### PDN straps and rails

Drawn at 3 px/um. Pins as bars on the die edge.
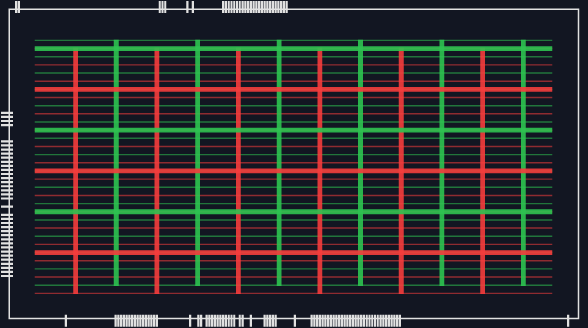
### Cell density map

Drawn at 2 px/um. The die is cut into 19 by 10 equal tiles; white is low, dark blue is high, 0 to 100% covered.
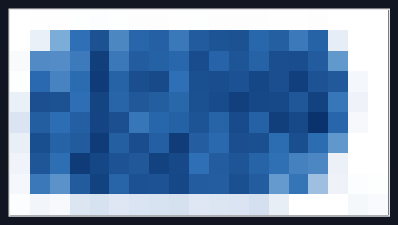
### Routed clock nets over the placement

Drawn at 4 px/um.
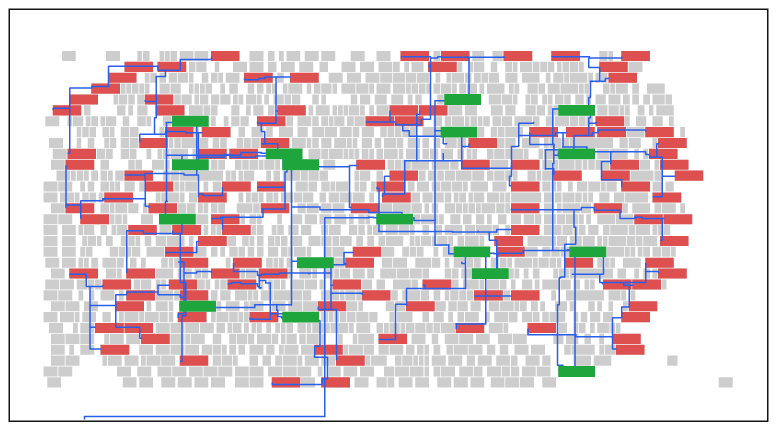
### Signal wires on met4

Drawn at 2 px/um.
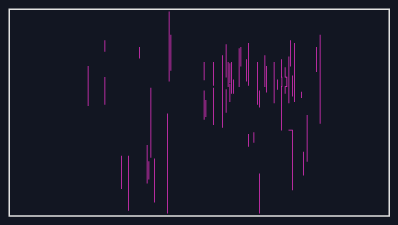
**src/rtl/syscall_console.sv**
```systemverilog
// Syscall service unit: renders print_int / print_string / print_char
// as an ASCII stream on a valid/ready port, and latches exit.
module syscall_console #(
    parameter int MAX_STR = 256
) (
    input  logic        clk,
    input  logic        rst_n,
    input  logic        sys_valid,
    output logic        sys_ready,
    input  logic [31:0] sys_code,
    input  logic [31:0] sys_arg,
    output logic [29:0] mem_addr,
    input  logic [31:0] mem_rdata,
    output logic        out_valid,
    output logic [7:0]  out_char,
    input  logic        out_ready,
    output logic        halted
);

    localparam int CW = $clog2(MAX_STR + 1);

    typedef enum logic [2:0] {
        IDLE,
        CHAR,
        SIGN,
        CALC,
        EMIT,
        STR_FETCH,
        STR_EMIT,
        HALT
    } state_t;

    state_t state;
    state_t stateNext;

    logic [7:0]    charReg;
    logic [31:0]   rem;
    logic [3:0]    k;
    logic [3:0]    digit;
    logic          started;
    logic [31:0]   ptr;
    logic [CW-1:0] count;
    logic [7:0]    strByte;

    logic          accept;
    logic          xfer;
    logic [31:0]   pow;
    logic          geq;
    logic          suppress;
    logic [7:0]    fetchByte;
    logic          fetchDone;

    function automatic logic [31:0] pow10(input logic [3:0] e);
        unique case (e)
            4'd9:    pow10 = 32'd1000000000;
            4'd8:    pow10 = 32'd100000000;
            4'd7:    pow10 = 32'd10000000;
            4'd6:    pow10 = 32'd1000000;
            4'd5:    pow10 = 32'd100000;
            4'd4:    pow10 = 32'd10000;
            4'd3:    pow10 = 32'd1000;
            4'd2:    pow10 = 32'd100;
            4'd1:    pow10 = 32'd10;
            default: pow10 = 32'd1;
        endcase
    endfunction

    assign accept   = sys_valid && sys_ready;
    assign xfer     = out_valid && out_ready;
    assign pow      = pow10(k);
    assign geq      = rem >= pow;
    // Leading zeros are skipped, but the units digit always prints.
    assign suppress = (digit == 4'd0) && !started && (k != 4'd0);
    assign mem_addr = ptr[31:2];

    always_comb begin
        unique case (ptr[1:0])
            2'd0:    fetchByte = mem_rdata[7:0];
            2'd1:    fetchByte = mem_rdata[15:8];
            2'd2:    fetchByte = mem_rdata[23:16];
            default: fetchByte = mem_rdata[31:24];
        endcase
    end

    assign fetchDone = (fetchByte == 8'h00) || (count == CW'(MAX_STR));

    always_ff @(posedge clk) begin
        if (!rst_n) state <= IDLE;
        else        state <= stateNext;
    end

    always_comb begin
        stateNext = state;
        unique case (state)
            IDLE: begin
                if (accept) begin
                    unique case (1'b1)
                        sys_code == 32'd11: stateNext = CHAR;
                        sys_code == 32'd1:
                            stateNext = sys_arg[31] ? SIGN : CALC;
                        sys_code == 32'd4:  stateNext = STR_FETCH;
                        sys_code == 32'd10: stateNext = HALT;
                        default:            stateNext = IDLE;
                    endcase
                end
            end
            CHAR:      if (xfer) stateNext = IDLE;
            SIGN:      if (xfer) stateNext = CALC;
            CALC:      if (!geq && !suppress) stateNext = EMIT;
            EMIT:      if (xfer) stateNext = (k == 4'd0) ? IDLE : CALC;
            STR_FETCH: stateNext = fetchDone ? IDLE : STR_EMIT;
            STR_EMIT:  if (xfer) stateNext = STR_FETCH;
            default:   stateNext = HALT;
        endcase
    end

    always_ff @(posedge clk) begin
        if (!rst_n) begin
            charReg <= '0;
            rem     <= '0;
            k       <= '0;
            digit   <= '0;
            started <= 1'b0;
            ptr     <= '0;
            count   <= '0;
            strByte <= '0;
        end else begin
            unique case (state)
                IDLE: begin
                    if (accept) begin
                        charReg <= sys_arg[7:0];
                        // -2^31 negates to itself, read as 2147483648.
                        rem     <= sys_arg[31] ? -sys_arg : sys_arg;
                        k       <= 4'd9;
                        digit   <= '0;
                        started <= 1'b0;
                        ptr     <= sys_arg;
                        count   <= '0;
                    end
                end
                CALC: begin
                    if (geq) begin
                        rem   <= rem - pow;
                        digit <= digit + 4'd1;
                    end else if (suppress) begin
                        k <= k - 4'd1;
                    end
                end
                EMIT: begin
                    if (xfer) begin
                        digit   <= '0;
                        started <= 1'b1;
                        if (k != 4'd0) k <= k - 4'd1;
                    end
                end
                STR_FETCH: begin
                    if (!fetchDone) strByte <= fetchByte;
                end
                STR_EMIT: begin
                    if (xfer) begin
                        ptr   <= ptr + 32'd1;
                        count <= count + CW'(1);
                    end
                end
                default: ;
            endcase
        end
    end

    always_comb begin
        sys_ready = (state == IDLE);
        halted    = (state == HALT);
        out_valid = 1'b0;
        out_char  = 8'h00;
        unique case (state)
            CHAR: begin
                out_valid = 1'b1;
                out_char  = charReg;
            end
            SIGN: begin
                out_valid = 1'b1;
                out_char  = 8'h2D;
            end
            EMIT: begin
                out_valid = 1'b1;
                out_char  = 8'h30 + {4'd0, digit};
            end
            STR_EMIT: begin
                out_valid = 1'b1;
                out_char  = strByte;
            end
            default: ;
        endcase
    end

endmodule
```
**config.mk**
```make
export PLATFORM = sky130hd
export DESIGN_NAME = syscall_console
export DESIGN_NICKNAME = d
export VERILOG_FILES = /design/src/rtl/syscall_console.sv
export SDC_FILE = /design/constraint.sdc
export NUM_CORES = 1
export LEC_CHECK = 0
export CORE_ASPECT_RATIO = 0.5
export CORE_MARGIN = 8
export CORE_UTILIZATION = 60
export CTS_CLUSTER_DIAMETER = 120
export DETAILED_ROUTE_END_ITERATION = 6
export PLACE_DENSITY = 0.91
export SKIP_CTS_REPAIR_TIMING = 1
export SLEW_MARGIN = 40
export SYNTH_ARGS = -nofsm -noshare
export SYNTH_HDL_FRONTEND = slang
export SYNTH_SLANG_ARGS = --single-unit
```
**constraint.sdc**
```tcl
create_clock -name clk -period 7.4 [get_ports clk]
set_input_delay 1.48 -clock clk [delete_from_list [all_inputs] [get_ports clk]]
set_output_delay 1.48 -clock clk [all_outputs]
set_load 0.03 [all_outputs]
```
==> flow_summary.yaml <==
# physical design summary
yosys:
  async_flop_share_pct: 0
  synth.distinct_cells: 78
  ys_area_um2: 9002
  floorplan.nets: 1363
  top_cell: "nor2_1"
  ys_sh_simple_pct: 24.09
  ys_sh_aoi_pct: 25.06
  ys_cells: 1217
power:
  total_leakage_power_nw: 4.266
  pwr-share-comb_pct: 24.2
  power.group.top: "the clock network"
global_route:
  grt_busiest_layer: "met2"
  antenna_found_initial: 0
placed_design:
  io_buffers: 140
  gp_congestion: 0.9573
  placedCellCount: 1466
final_timing:
  setup_ws_ns: 3.201
  setup_violations: 0
  tightest_slew_ns: 0.7978
  fmax_mhz: 238.1
  period_needed_ns: 4.199
worst_setup_path:
  crit_family: "flip-flops"
  crit_chain: "nor2_1, and2_1, a22o_1, clkdlybuf4s50_1"
  worstPathMaxFanout: 23
  reg2reg_depth: 12
  cp.arrival_ns: 2.72
  end_kind: "output port"
clocking:
  h-tree-depth: 4
  cts_sinks: 124
  path_clk_slew_ns: 0.06
routing:
  wl_met1_um: 12160
  drt_iter0_markers: 1304
  vias_per_cell: 6.491
  drc: 9
  detailroute.wirelength.met3_um: 3167
  firstDrtPassIters: 7
  drt-total-wl_um: 29320
final_layout:
  comb_area_um2: 5829
  fin_util_pct: 74.67
  nNonClkBuffers: 147
  clock_buffers: 18
  num_antenna_cells: 0
  clkCellAreaFrac_pct: 5.657
floorplan:
  core_um2: 14550
  chipWidth_um: 189.2
  fp_util_pct: 61.89
  dieArea_um2: 19420
status:
  status: "finished with violations"
  violations: "DRC"
About 'PDN straps and rails':
net	colour
VSS	red
VDD	green
met1 rails	32
signal pins	141

About 'Cell density map':
densest ninth of the die	centre
fullest tile	99%
mean over tiles	55%
emptiest ninth of the die	lower right
nearly empty tiles	20%

About 'Routed clock nets over the placement':
[flip-flops] red | count: 124
[clock wires] blue | length: 1870 um
[clock-net drivers] green | count: 17
flops lie	all over the die
routed clock nets	18
Latency at later pin: 0.43 ns
Worst Skew: 0.008975 ns
clock power share: 41.8%
clock group power: 0.000898 W

About 'Signal wires on met4':
longest straight run	49.6 um
nets with wire on the layer	43
main direction	vertical

No activity file was given, so power comes from the tool's default toggle rates.
